### Floorplan with the power grid, run 1

The bar under the picture is 20 µm long. Pins as bars on the die edge.
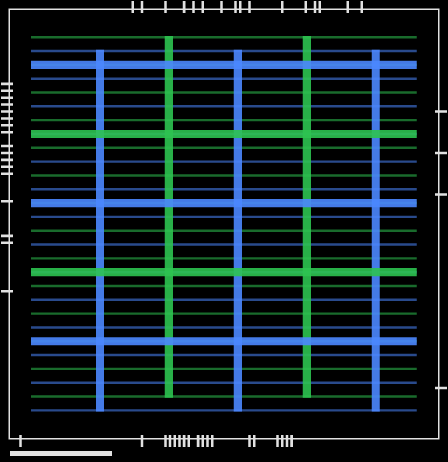
### Nets reached from selected ports, run 1

The bar under the picture is 20 µm long.
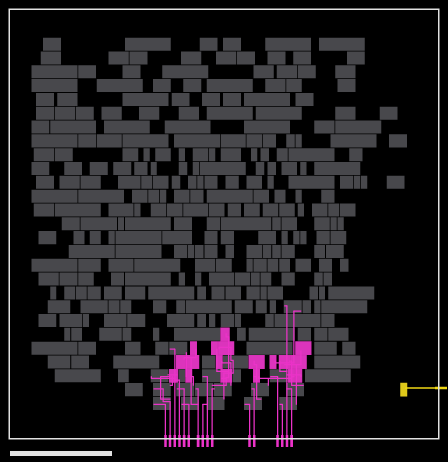
### Routing congestion, run 1

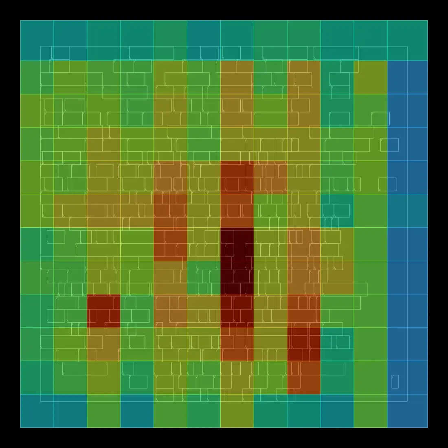
**src/rtl/rxadc_cap_ctrl_pkg.sv**
```systemverilog
// rxadc_cap_ctrl_pkg: shared capture-state encodings and SPI register addresses
package rxadc_cap_ctrl_pkg;
   typedef enum logic [1:0] {
      CAP_IDLE = 2'd0,
      CAP_CAPT = 2'd1,
      CAP_DONE = 2'd2
   } cap_state_t;
   localparam logic [7:0] SPI_ADDR_ID     = 8'h00;
   localparam logic [7:0] SPI_ADDR_CNT    = 8'h01;
   localparam logic [7:0] SPI_ADDR_TRIG   = 8'h03;
   localparam logic [7:0] SPI_ADDR_FREQ   = 8'h10;
   localparam logic [7:0] SPI_ADDR_DACMUX = 8'h11;
endpackage

```
**src/rtl/rxadc_cap_addr.sv**
```systemverilog
// rxadc_cap_addr: capture address counter with length clamp and last-address compare
module rxadc_cap_addr #(
   parameter int AW = 10
) (
   input  logic          clk,
   input  logic          reset,
   input  logic          load,
   input  logic          inc,
   input  logic [15:0]   cnt,
   output logic [AW-1:0] addr,
   output logic          empty,
   output logic          last
);
   localparam int unsigned DEPTH = 2 ** AW;
   logic [AW:0] n, len, ctr;
   // clamp the requested count to the buffer depth; one extra bit keeps a full buffer from wrapping
   always_comb n = (32'(cnt) > DEPTH) ? (AW+1)'(DEPTH) : (AW+1)'(cnt);
   assign empty = (n == '0);
   assign last  = (ctr == len - 1'b1);
   assign addr  = ctr[AW-1:0];
   // length is latched only on the arming cycle so later cnt changes are ignored
   always_ff @(posedge clk or posedge reset)
      if (reset) begin
         ctr <= '0;
         len <= '0;
      end else if (load) begin
         ctr <= '0;
         len <= n;
      end else if (inc) begin
         ctr <= ctr + 1'b1;
      end
endmodule

```
**src/rtl/rxadc_cap_ctrl.sv**
```systemverilog
// rxadc_cap_ctrl: trigger-armed ADC capture sequencer; define RXADC_CAP_OTR_EN for sticky over-range
module rxadc_cap_ctrl
   import rxadc_cap_ctrl_pkg::*;
#(
   parameter int AW = 10,
   parameter int DW = 10
) (
   input  logic          clk,
   input  logic          reset,
   input  logic          trig,
   input  logic [15:0]   cnt,
   input  logic          in_valid,
   input  logic [DW-1:0] in_dat,
   input  logic          in_otr,
   output logic          wr_en,
   output logic [AW-1:0] wr_addr,
   output logic [DW-1:0] wr_dat,
   output logic          busy,
   output logic          done,
   output logic          ovr
);
   cap_state_t    state;
   logic          trig_d, seen_low, rise, load, inc, empty, last;
   logic [AW-1:0] addr;
   // a held-high trigger across reset must not arm: require a low level first
   assign rise = trig & ~trig_d & seen_low;
   assign load = (state == CAP_IDLE) & rise;
   assign inc  = (state == CAP_CAPT) & trig & in_valid;
   rxadc_cap_addr #(.AW(AW)) u_addr (
      .clk   (clk),
      .reset (reset),
      .load  (load),
      .inc   (inc),
      .cnt   (cnt),
      .addr  (addr),
      .empty (empty),
      .last  (last)
   );
   // sequencer with registered write port and status; done leaves on the delayed trigger
   always_ff @(posedge clk or posedge reset)
      if (reset) begin
         state    <= CAP_IDLE;
         trig_d   <= 1'b0;
         seen_low <= 1'b0;
         wr_en    <= 1'b0;
         wr_addr  <= '0;
         wr_dat   <= '0;
         busy     <= 1'b0;
         done     <= 1'b0;
      end else begin
         trig_d   <= trig;
         seen_low <= seen_low | ~trig;
         wr_en    <= 1'b0;
         case (state)
            CAP_IDLE:
               if (rise) begin
                  state <= empty ? CAP_DONE : CAP_CAPT;
                  busy  <= ~empty;
                  done  <= empty;
               end
            CAP_CAPT:
               if (!trig) begin
                  state <= CAP_IDLE;
                  busy  <= 1'b0;
               end else if (in_valid) begin
                  wr_en   <= 1'b1;
                  wr_addr <= addr;
                  wr_dat  <= in_dat;
                  if (last) state <= CAP_DONE;
               end
            CAP_DONE:
               if (!trig_d) begin
                  state <= CAP_IDLE;
                  done  <= 1'b0;
               end else begin
                  busy <= 1'b0;
                  done <= 1'b1;
               end
            default: state <= CAP_IDLE;
         endcase
      end
`ifdef RXADC_CAP_OTR_EN
   // sticky over-range, updated only on capture writes and cleared when a capture arms
   always_ff @(posedge clk or posedge reset)
      if (reset) ovr <= 1'b0;
      else if (load && !empty) ovr <= 1'b0;
      else if (inc) ovr <= ovr | in_otr;
`else
   logic unused_otr;
   assign unused_otr = in_otr;
   assign ovr = 1'b0;
`endif
endmodule

```
**config.mk**
```make
export PLATFORM = sky130hd
export DESIGN_NAME = rxadc_cap_ctrl
export DESIGN_NICKNAME = d
export VERILOG_FILES = /design/src/rtl/rxadc_cap_ctrl_pkg.sv /design/src/rtl/rxadc_cap_addr.sv /design/src/rtl/rxadc_cap_ctrl.sv
export SDC_FILE = /design/constraint.sdc
export NUM_CORES = 1
export LEC_CHECK = 0
export CORE_MARGIN = 4
export CORE_UTILIZATION = 46
export DETAILED_ROUTE_END_ITERATION = 12
export PLACE_DENSITY = 0.76
export SLEW_MARGIN = 20
export SYNTH_ARGS = -nofsm -noshare
export SYNTH_HDL_FRONTEND = slang
export SYNTH_HIERARCHICAL = 1
export SYNTH_SLANG_ARGS = --single-unit
```
**constraint.sdc**
```tcl
create_clock -name clk -period 2.5 [get_ports clk]
set_clock_uncertainty 0.05 [all_clocks]
set_input_delay 0.625 -clock clk [delete_from_list [all_inputs] [get_ports clk]]
set_output_delay 0.625 -clock clk [all_outputs]
set_load 0.02 [all_outputs]
```
==> run notes, run 1 <==
State of the implementation.

- The run finished, with violations left.
- The final reports fail on negative setup slack.
- The global-route congestion overflow total is 0, for reference.
- The power report lists the clock group at 465 µW.
- The floorplan core density is 48.0%, for reference.
- A synthesized cell averages 10.6 µm².
- The final max-slew violation count recorded for this run is 0.
- The share of flip-flops with an asynchronous set or reset after synthesis is 100%, for reference.
- The main area contributors are dfrtp_1, mux2_2, xor2_1.
- CTS added clock buffers totalling 5.
- The count of warnings emitted by yosys is 6, for reference.
- The total setup buffers inserted after CTS is 0, for reference.
- The cell count of the worst reg-to-reg path is 10, for reference.
- Routability-driven placement finished with a final weighted congestion of 0.879.
- After the flow finishes, the layout carries non-filler instances totaling 387.
- The tree is rooted in a clkbuf_8.
- In the synthesized netlist the dominant register cell turns out to be dfrtp_1.
- The top layer used by detailed routing is met4, for reference.
- The number of filler instances in the final layout is 474, for reference.
- The post-synthesis instance area is 2670 µm², for reference.
- The total of endpoints with negative setup slack in the final report is 2, for reference.
- The post-DP HPWL is 4240 µm, for reference.
- Counting only logic cells after layout, the most numerous master is clkdlybuf4s50_1.
- Summed over all nets, wire length on met3 after detailed routing comes to 225 µm.
- For the final routed database, the setup TNS stands at -0.354 ns.
- Combinational logic burns 41.5% of the power.
- The number of nets still failing antenna checks after routing is 0, for reference.
- The register area share after synthesis is 45.9%, for reference.
- The maximum level of the CTS H-tree is 2, for reference.
- The initial antenna violation count was 0.
- The total power after layout is 2.61 mW, for reference.
- The met2 track utilization from global routing is 29.3%, for reference.
- Summed over all sequential cells, the power is 1.06 mW.
- The origin of the critical flop-to-flop path is u_addr/len[4], for reference.
- The count of flip-flops with a built-in enable after synthesis is 0, for reference.
- The number of synthesized register bits is 49, for reference.
- The leakage power figure is 1.53 nW, for reference.
- Synthesis produced 252 cells.
- The first-pass GRT wire length is 9420 µm, for reference.
- In the power breakdown, the internal column shows 1.75 mW.
- The portion of the clock cycle consumed by the worst path in the final layout is 107%, for reference.
- The count of boundary I/O pins is 55, for reference.
- The post-cts repair resize count is 3, for reference.
- After floorplanning, the core was sized to cover 5570 µm².
- The maximum root-to-sink buffer count is 2, for reference.
- The critical-path maximum fanout is 2, for reference.
- The share of cells above drive strength 1 is 22.2%, for reference.
- The wire length the detailed router placed on met1 is 2380 µm, for reference.
- Per STA, the endpoint of the critical path is state[0].
- The power share of the clock group is 17.8%, for reference.
- The antenna diode instance count is 0, for reference.
- The largest individual stage delay along the critical path comes from the cell or4_4.
- Setup repair after global routing could not meet its margin everywhere.
- Per the log, the first TritonRoute iteration ended with a DRC count of 95.
- The later-pin clock latency in the skew report is 0.29 ns, for reference.
- In the post-route analysis, the smallest setup slack over all paths is -0.181 ns.
- In this run the power density over the cells is 754 nW/µm².
- The detailed router reports a met2 wire length of 2810 µm.
- In this run the worst hold path is classified as in2async.
- Yosys reports that the leading cell type by area covers 45.9% of the netlist area.
- The maximum achievable frequency is 373 MHz, for reference.
- The number of endpoints with negative hold slack in the final report is 0, for reference.
- The synthesized netlist net count is 291, for reference.
- According to the floorplan report, the die width is 84.2 µm.
- For reference, the placement row count at floorplan is 27.
- In this run the critical path is formed by or4_4 > nor3_2 > o21ai_2 > a2111oi_4 > nand3_1 > and4b_1 > nand2_1 > a222oi_1 > buf_4 > mux2i_1.
- The relative contribution of sequential cells to total power is 40.7%, for reference.
- TritonCTS built the clock tree.
- The total wirelength of the detailed-routed design is 5490 µm, for reference.
- Net switching is 33.0% of the power.
- The port buffer count is 52, for reference.
- For the worst reg-to-reg path, the endpoint reported by OpenROAD is state[0].
- The number of global-route vias before repair is 2054, for reference.
- In this run the most used layer during global routing was met2.
- The flow reports power dissipated in combinational cells as 1.09 mW.
- In this run the worst setup path begins at u_addr/len[4].
- According to the floorplan report, the total die area is 7100 µm².
- The setup path with the least slack is of type reg2reg.
- For this design, the sink count on the clock tree is 49.
- Relative to the synthesized area, the layout overhead comes to 29.7%.
- The worst setup path is launched from a register.
- Ranking logic cells in the layout by count gives the top entries clkdlybuf4s50_1, dfrtp_1, nor2_1.
- The most common cell in the synthesized netlist is dfrtp_1.
- The DRC violation total left in the routed layout is recorded as 0.
- The number of warnings reported in the stage logs is 35.
- The largest vdd supply drop is 0.695 mV, for reference.
- After synthesis, the most frequently instantiated cells are dfrtp_1, nor2_1, mux2_2.
- The largest part of the power goes to combinational cells.
- The largest net degree at the start of global routing is 26, for reference.
- The iteration count of the initial detailed-routing pass is 4, for reference.
- The number of max-capacitance violations reported is 0, for reference.
- The reported net switching power is 863 µW, for reference.
- The final layout contains 354 nets.
- From bottom edge to top edge, the die measures 84.2 µm.
- For met1 alone, demand over resource in global routing was 19.0%.
- The library cell with the largest summed area after synthesis is dfrtp_1, for reference.
- On the worst path, the slowest cell contributes a delay of 0.54 ns.
- The required time at the worst endpoint is listed as 2.67 ns.
-- 'Floorplan with the power grid' (at the start) --
green -> VDD
blue -> VSS
signal pins = 55
met5 straps = 5
rows = 27
met4 straps = 5
met1 rails = 28

-- 'Nets reached from selected ports' (at the start) --
magenta -> `cnt`  # direction input, edge south, end cells 18, wire 327 µm
yellow -> `ovr`  # direction output, edge east, end cells 1, wire 6.00 µm

-- 'Routing congestion' (at the start) --
post-layout utilization of the core: 62.2%
overall global routing resource usage: 16.3%
global-route met3 utilization: 3.53%
detail-routed net length per standard cell: 14.2 µm

==> run 1: kinds of logic after synthesis <==
| kind of cell | Yosys count | share of synthesized area [%] |
|---|---|---|
| other | 1 | 0.140 |
| DFF | 49 | 45.9 |
| muxes | 25 | 10.3 |
| AOI/OAI and AO/OA | 33 | 8.84 |
| buffers and inverters | 30 | 7.02 |
| xor gates and xnor gates | 22 | 7.21 |
| adders and majority gates | 8 | 3.74 |
| and+or+nand+nor | 84 | 16.8 |
==> run 1: stage by stage <==
| stage | util (%) | cell area (µm²) | setup slack [ns] | hold WS, ns |
|---|---|---|---|---|
| 6_report | 62.2 | 3470 | -0.181 | 0.461 |
| 5_1_grt | 62.2 | 3470 | -0.330 | 0.481 |
| 4_1_cts | 61.3 | 3420 | -0.188 | 0.455 |
| 3_5_place_dp | 59.6 | 3320 | -0.218 | 0.436 |
| 3_3_place_gp | 59.6 | 3320 | -0.163 | 0.427 |
| 2_1_floorplan | - | 2680 | -0.0440 | 0.400 |
==> run 1: worst max-delay path, delay by kind of cell, from the launching register on <==
kind | cells | cell delay (ns)
DFF | 1 | 0.38
AOI/OAI and AO/OA | 3 | 0.69
muxes | 1 | 0.18
buffers and inverters | 1 | 0.18
and+or+nand+nor | 5 | 1.14
==> run 1: area by class of cell <==
cell class	count	area, µm²	share of cell area [%]
multi-input cells	173	1310	37.9
repair buffers	75	706	20.4
flip-flops and latches	49	1230	35.4
well taps	72	90.1	2.60
clock buffers	6	82.6	2.38
inverters	11	41.3	1.19
clock inverters	1	7.51	0.217
==> run 1: flip-flops by register name, summed over array words and instances, names as in the netlist <==
register,count
trig_d,1
u_addr/len,11
seen_low,1
wr_en,1
wr_addr,10
busy,1
state,2
wr_dat,10
u_addr/ctr,11
done,1
--- run 2 (diff from run 1) ---
--- a/config.mk
+++ b/config.mk
@@ -6,9 +6,9 @@
 export NUM_CORES = 1
 export LEC_CHECK = 0
 export CORE_MARGIN = 4
-export CORE_UTILIZATION = 46
+export CORE_UTILIZATION = 35
 export DETAILED_ROUTE_END_ITERATION = 12
-export PLACE_DENSITY = 0.76
+export REMOVE_ABC_BUFFERS = 1
 export SLEW_MARGIN = 20
 export SYNTH_ARGS = -nofsm -noshare
 export SYNTH_HDL_FRONTEND = slang
### Floorplan with the power grid, run 2

The bar under the picture is 20 µm long. Pins as bars on the die edge.
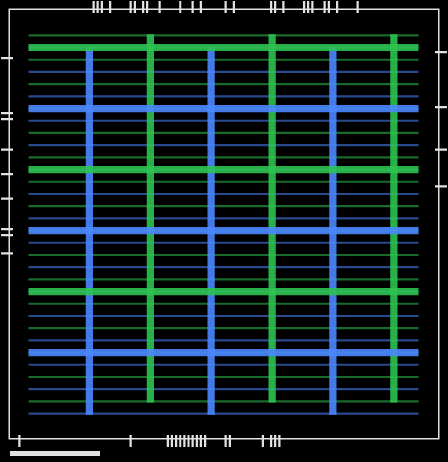
blue -> VSS
green -> VDD
signal pins = 55
met4 straps = 6
met5 straps = 6
rows = 31

==> run 2 against run 1 <==
Net effect: the flow still finishes with violations (negative setup slack); cell count up 9.3%; fmax increased by 0.52%; power up 4.1%; hold slack got worse by 0.014 ns; largest cell class unchanged; first-iteration DRC count is 26% lower; largest power group unchanged; synthesized cell count unchanged; global-route usage down 2.7 points; core utilization down 14 points; non-clock buffer count is 8 higher.
==> run notes, run 2 <==
State of the implementation.

- The fraction of the mapped netlist area in adder cells is 3.74%, for reference.
- The final report lists a non-filler cell total of 423.
- The worst register-to-register path has a depth of 10.
- The most critical hold endpoint after final layout shows a slack of 0.447 ns.
- The worst min-delay path category is reg2reg, for reference.
- Per the summary, power density relative to cell area is 763 nW/µm².
- The placement summary gives the final routability congestion estimate as 0.845.
- Max fanout on the critical path was recorded as 2.
- The prevailing post-synth register cell is dfrtp_1, for reference.
- After synthesis, flip-flops and latches occupy 45.9% of the total area.
- Synthesis produced a netlist whose cell count is 252.
- For this design the top-level I/O count stands at 55.
- The floorplan core density is 36.5%, for reference.
- The initial antenna violation count is 0, for reference.
- The number of core rows is 31, for reference.
- The origin of the critical flop-to-flop path is u_addr/len[5], for reference.
- The final antenna diode tally reported by the flow is 0.
- The checks that failed: negative setup slack.
- The total power after layout is 2.72 mW, for reference.
- The synthesis run identifies the leading combinational cell family as simple AND/OR/NAND/NOR gates.
- The maximum achievable frequency is 375 MHz, for reference.
- The number of clock buffers added by TritonCTS is 5.
- The power share of the clock group is 20.8%, for reference.
- Adding up every negative setup slack in the final design gives -0.332 ns.
- The most critical setup path has its startpoint at u_addr/len[5].
- The synthesis report gives the async set-or-reset register share as 100%.
- Cell internal power was estimated by the tool at 1.84 mW.
- The most frequent cell after synthesis is dfrtp_1, for reference.
- The count of tool warnings is 33, for reference.
- The cell-mix breakdown from Yosys lists the compound-gate area share as 8.84%.
- The number of max-capacitance violations reported is 0, for reference.
- The iteration count recorded for the first detailed-route pass is 4.
- By area the synthesized netlist is led by dfrtp_1, mux2_2, xor2_1.
- The largest net degree at the start of global routing is 23, for reference.
- The first global-routing pass estimated 9650 µm of wire.
- The worst setup path is launched from a register.
- The layout overhead on the synthesized area is 33.4%, for reference.
- After layout, the worst setup slack is -0.167 ns.
- The finished cells cover 3570 µm².
- The maximum level of the CTS H-tree is 2, for reference.
- The later-pin clock latency in the skew report is 0.30 ns, for reference.
- The cell-mix breakdown from Yosys lists the simple-gate area share as 16.8%.
- The data required time at the worst endpoint is 2.67 ns, for reference.
- The biggest area contributor in the post-synthesis netlist is dfrtp_1.
- The count of flip-flops with a built-in enable after synthesis is 0, for reference.
- A synthesized cell averages 10.6 µm².
- In the final report, the number of pins over their slew limit comes to 0.
- Per the detailed placement report, the placed cell area equals 3400 µm².
- Sequential cells burn 38.7% of the power.
- The final timing report lists a hold violation count of 0.
- From bottom edge to top edge, the die measures 95.4 µm.
- The analysis attributes to cell leakage a power of 1.59 nW.
- Combinational logic burns 40.5% of the power.
- The first routing iteration left 70 violations.
- The run finished, with violations left.
- Setup repair after global routing could not meet its margin everywhere.
- In this run the full chip footprint comes out at 9100 µm².
- Measured on the finished design, the core utilization comes to 48.7%.
- The post-placement worst setup slack is -0.295 ns, for reference.
- Detailed placement finished with a half-perimeter wire length of 4370 µm.
- For this run, the post-layout net count is 362.
- The core region is 7330 µm².
- The worst setup path category is reg2reg, for reference.
- The average routed wire per standard cell is 13.5 µm, for reference.
- The total of endpoints with negative setup slack in the final report is 2, for reference.
- The clock net in this run drives a total of 49 sinks.
- The total wirelength of the detailed-routed design is 5690 µm, for reference.
- The power report puts the net switching power at 878 µW.
- The port buffer count is 52, for reference.
- Summed over all layers, the global routing overflow is 0.
- By count the netlist is led by dfrtp_1, nor2_1, mux2_2.
- STA lists the endpoint of the worst register-to-register path as state[1].
- The all-layer global routing usage is 13.6%, for reference.
- The clock tree from TritonCTS is yes, for reference.
### Placed cells, one color a class, run 2

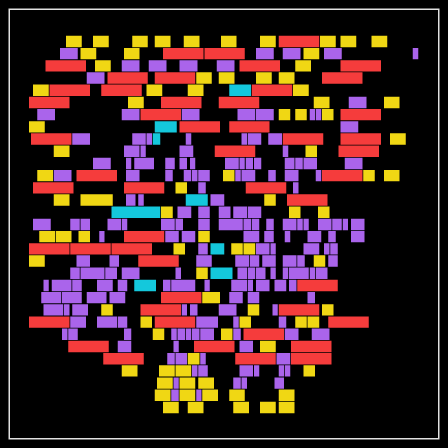
red -> registers  # cells 49
yellow -> remaining buffers and delay cells  # cells 83
cyan -> clock drivers and dummy loads  # cells 8
purple -> remaining logic cells  # cells 184

-- run 2: repair_timing --
item | 4_1_cts | 5_1_grt
gates cloned | 0 | 0
endpoints found under the setup margin | 2 | 2
setup buffers | 2 | 0
resized | 9 | 4
pin swaps | 6 | 3
-- run 2: layer usage --
| layer | track usage (%) | part of all wire [%] | vias to the layer above |
|---|---|---|---|
| li1 | - | - | 1009 |
| met1 | 17.5 | 45 | 992 |
| met2 | 22.3 | 50 | 33 |
| met3 | 2.68 | 3.0 | 11 |
| met4 | 5.57 | 2.1 | 0 |
| met5 | 0 | 0 | - |
-- run 2: critical path, cell delays in order, from the launching register on --
cell and delay [ns]:
dfrtp_1 0.38, or4_4 0.55, nor3_2 0.14, o21ai_2 0.08, a2111oi_2 0.29, nand3_1 0.09
and4b_1 0.29, nand2_1 0.07, a222oi_1 0.31, buf_4 0.18, mux2i_1 0.17
-- run 2: cell type report --
class	instances	area, µm²
clock inverters	3	43.8
well taps	99	124
repair buffers	83	769
inverters	11	41.3
clock buffers	5	68.8
flip-flops and latches	49	1230
multi-input cells	173	1290
fillers	682	3760
-- run 2: power by group through the flow --
stage / Clock, mW / Sequential, mW / Combinational, mW
2_1_floorplan: 0 / 1.22 / 0.462
3_3_place_gp: 0 / 1.07 / 1.08
3_5_place_dp: 0 / 1.07 / 1.10
4_1_cts: 0.596 / 1.06 / 1.12
5_1_grt: 0.624 / 1.08 / 1.21
6_report: 0.565 / 1.05 / 1.10
-- run 2: worst max path at each step --
stage | to | slack, ns
6_report | state[1] | -0.17
3_5_place_dp | state[0] | -0.29
5_1_grt | state[1] | -0.38
2_1_floorplan | state[0] | -0.19
4_1_cts | state[0] | -0.17
3_3_place_gp | state[0] | -0.26
--- run 3 (diff from run 2) ---
--- a/config.mk
+++ b/config.mk
@@ -5,9 +5,11 @@
 export SDC_FILE = /design/constraint.sdc
 export NUM_CORES = 1
 export LEC_CHECK = 0
+export CAP_MARGIN = 5
 export CORE_MARGIN = 4
 export CORE_UTILIZATION = 35
 export DETAILED_ROUTE_END_ITERATION = 12
+export GPL_ROUTABILITY_DRIVEN = 1
 export REMOVE_ABC_BUFFERS = 1
 export SLEW_MARGIN = 20
 export SYNTH_ARGS = -nofsm -noshare
### Placement density heat map, run 3

The bar under the picture is 20 µm long. 10 x 10 tiles, from black (low) to pale yellow (high), 0 to 100% covered.
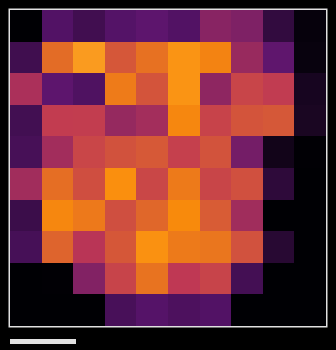
densest ninth of the die = center
emptiest ninth of the die = south-east
nearly empty tiles = 17%
tiles over 75% full = 5.0%

==> run 3 against run 2 <==
Net effect: the flow still finishes with violations (negative setup slack); power unchanged; core utilization unchanged; die size unchanged; combinational power about the same; register-to-register slack about the same; critical path type unchanged; critical endpoint unchanged; highest routed layer unchanged.
==> run notes, run 3 <==
State of the implementation.

- The power drawn by the clock network is 565 µW, for reference.
- Registers are responsible for 38.7% of the overall power.
- Summed over all failing endpoints, the final setup total negative slack is -0.332 ns.
- The net total in the final layout is 362, for reference.
- The warning tally printed by Yosys for this design is 6.
- The global-route congestion overflow total is 0, for reference.
- Per the synth stats, the proportion of register bits with asynchronous set or reset is 100%.
- Per the final layout report, the fraction of cells sized above drive strength 1 comes to 24.1%.
- The post-route utilization of the core is recorded as 48.7%.
- The layout overhead on the synthesized area is 33.4%, for reference.
- The relative contribution of combinational cells to total power is 40.5%, for reference.
- Looking at the clock tree report, the maximum root-to-sink buffer count equals 2.
- The count of flip-flops with a built-in enable after synthesis is 0, for reference.
- The share of synthesized area in the top cell type comes to 45.9%.
- Checking hold timing, the worst path is listed with class reg2reg.
- The total DRC errors in the routed layout is 0, for reference.
- The count of tool warnings is 33, for reference.
- Summing the sequential cell areas from Yosys gives 45.9% of the chip area.
- The reg-to-reg critical path endpoint is state[1], for reference.
- The chip width is 95.4 µm, for reference.
- The area taken by flip-flops and latches is 1230 µm², for reference.
- The total wirelength of the detailed-routed design is 5690 µm, for reference.
- The final report lists the setup-violating endpoint count as 2.
- The number of core rows is 31, for reference.
- The beginning of the critical path is u_addr/len[5], for reference.
- The highest clock rate this design can be run at is 375 MHz.
- Per the post-synthesis report, the number of cells in the design is 252.
- The origin of the critical flop-to-flop path is u_addr/len[5], for reference.
- Cell internal power was estimated by the tool at 1.84 mW.
- The clock network is responsible for 20.8% of the overall power.
- The average routed wire per standard cell is 13.5 µm, for reference.
- The top cell family by delay on the critical path is simple AND/OR/NAND/NOR gates, for reference.
- The post-route worst setup slack is -0.167 ns, for reference.
- The initial antenna violation count was 0.
- The number of DRC markers after the initial detailed-route iteration is 70, for reference.
- At the floorplan stage, the core utilization is reported as 36.5%.
- The worst stage delay on the critical path is 0.55 ns, for reference.
- Counting pins that exceed their max-slew limit in the final report gives 0.
- The number of filler instances in the final layout is 682, for reference.
- The number of synthesized register bits is 49, for reference.
- The antenna diode instance count is 0, for reference.
- The core area is 7330 µm², for reference.
- The setup path with the least slack is of type reg2reg.
- The dominant kind of combinational cell is simple AND/OR/NAND/NOR gates, for reference.
- Looking at the cell usage after synthesis, the top flip-flop cell is dfrtp_1.
- The synthesized netlist devotes 8.84% of its cell area to compound gates.
- The most common cell in the synthesized netlist is dfrtp_1.
- In the power breakdown, the biggest contributor is combinational cells.
- The number of cells on the worst reg-to-reg path is 10.
- Setup repair after global routing could not meet its margin everywhere.
- STA classifies the critical path startpoint as a register.
- Yosys attributes the largest share of cell area to dfrtp_1, mux2_2, xor2_1.
- The most frequently placed logic cell in the final layout is clkdlybuf4s50_1, for reference.
- The die is 95.4 µm tall.
- The HPWL after detailed placement is 4370 µm.
- The post-place instance area is 3400 µm², for reference.
- Walking the worst path, the cells encountered are or4_4 > nor3_2 > o21ai_2 > a2111oi_2 > nand3_1 > and4b_1 > nand2_1 > a222oi_1 > buf_4 > mux2i_1.
- After floorplanning, the die was sized to cover 9100 µm².
- The largest registers in the layout are u_addr/ctr (11), u_addr/len (11).
- The count of boundary I/O pins is 55, for reference.
- The run finished, with violations left.
- The switching part of the total power is 32.3%, for reference.
- The final reports fail on negative setup slack.
- The share of cell area taken by muxes after synthesis is 10.3%, for reference.
- Clock tree synthesis selected as its root buffer the cell clkbuf_8.
- TritonCTS built the clock tree.
- By instance count after routing, the leading logic cell types are clkdlybuf4s50_1, dfrtp_1, buf_4.
- Final hold analysis gives a worst-case slack of 0.447 ns.
- After synthesis, the mean cell area works out to 10.6 µm².
- The largest vdd supply drop is 0.412 mV, for reference.
- The power report lists the combinational group at 1.10 mW.
- According to the timing report, the data required time at the worst endpoint equals 2.67 ns.
- The script computed a power per unit cell area of 763 nW/µm².
- The iteration count of the initial detailed-routing pass is 4, for reference.
- After Yosys synthesis, and, or, nand and nor cells account for 16.8% of the synthesized area.
- The buffer_ports step reported a buffer count of 52.
- The largest individual stage delay along the critical path comes from the cell or4_4.
- The critical path crosses 10 cells after its start point.
- Summed over all nets, the switching power comes to 878 µW.
- Entering global routing, the biggest net connects 23 pins.
- The routability congestion estimate is 0.845, for reference.
- The number of endpoints with negative hold slack in the final report is 0, for reference.
- According to the timing report, the critical path is captured at state[1].
- The maximum level of the CTS H-tree is 2, for reference.
- Once detail routing completed, the nets flagged for antenna violations numbered 0.
- In this run, the synthesized area fraction spent on xor and xnor cells is recorded as 7.21%.
### Nets reached from selected ports, run 3

The bar under the picture is 20 µm long.
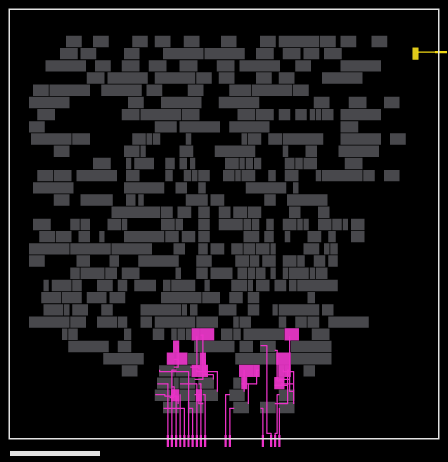
magenta -> `cnt`  # direction input, edge south, end cells 18, wire 312 µm
yellow -> `ovr`  # direction output, edge east, end cells 1, wire 4.50 µm

run 3: cell counts after synthesis:
Identical to the previous run, type by type.
run 3: worst min-delay path by stage:
| stage | startpoint | to | slack [ns] | depth (start not counted) |
|---|---|---|---|---|
| final | seen_low | seen_low | 0.45 | 1 |
| after global placement | seen_low | seen_low | 0.43 | 1 |
| after detailed placement | seen_low | seen_low | 0.43 | 1 |
| after CTS | seen_low | seen_low | 0.45 | 1 |
| after floorplan | seen_low | seen_low | 0.40 | 1 |
| after global routing | seen_low | seen_low | 0.47 | 1 |
run 3: kinds of logic (layout without fill, tap and decap cells):
| group | after synthesis | after routing |
|---|---|---|
| and+or+nand+nor | 84 | 84 |
| DFF | 49 | 49 |
| AOI/OAI and AO/OA | 33 | 33 |
| buffers and inverters | 30 | 102 |
| muxes | 25 | 25 |
| xor gates and xnor gates | 22 | 22 |
| adders and majority gates | 8 | 8 |
| other | 1 | 1 |
run 3: layer usage:
metal	share of wire (%)	wire, µm	vias up	GRT usage (%)
met1	45	2560	992	17.5
met2	50	2840	33	22.3
met3	3.0	172	11	2.68
met4	2.1	120	0	5.57
met5	0	0	-	0
li1	-	-	1009	-
run 3: area by class of cell:
class | instances | area share, %
multi-input cells | 173 | 36.3
flip-flops and latches | 49 | 34.4
repair buffers | 83 | 21.6
well taps | 99 | 3.47
clock buffers | 5 | 1.93
clock inverters | 3 | 1.23
inverters | 11 | 1.16
run 3: metrics by stage:
stage               cells  power (mW)  worst slack [ns]
detailed placement    413        2.17            -0.295
floorplan             233        1.68            -0.191
global route          423        2.91            -0.381
finish                423        2.72            -0.167
CTS                   423        2.77            -0.171
global placement      413        2.15            -0.262
run 3: repair_timing:
action / in CTS / in global routing
pin swaps: 6 / 3
setup buffers: 2 / 0
setup endpoints to repair: 2 / 2
gates resized: 9 / 4
Power figures rest on the tool's default switching activity, not on a simulated workload.
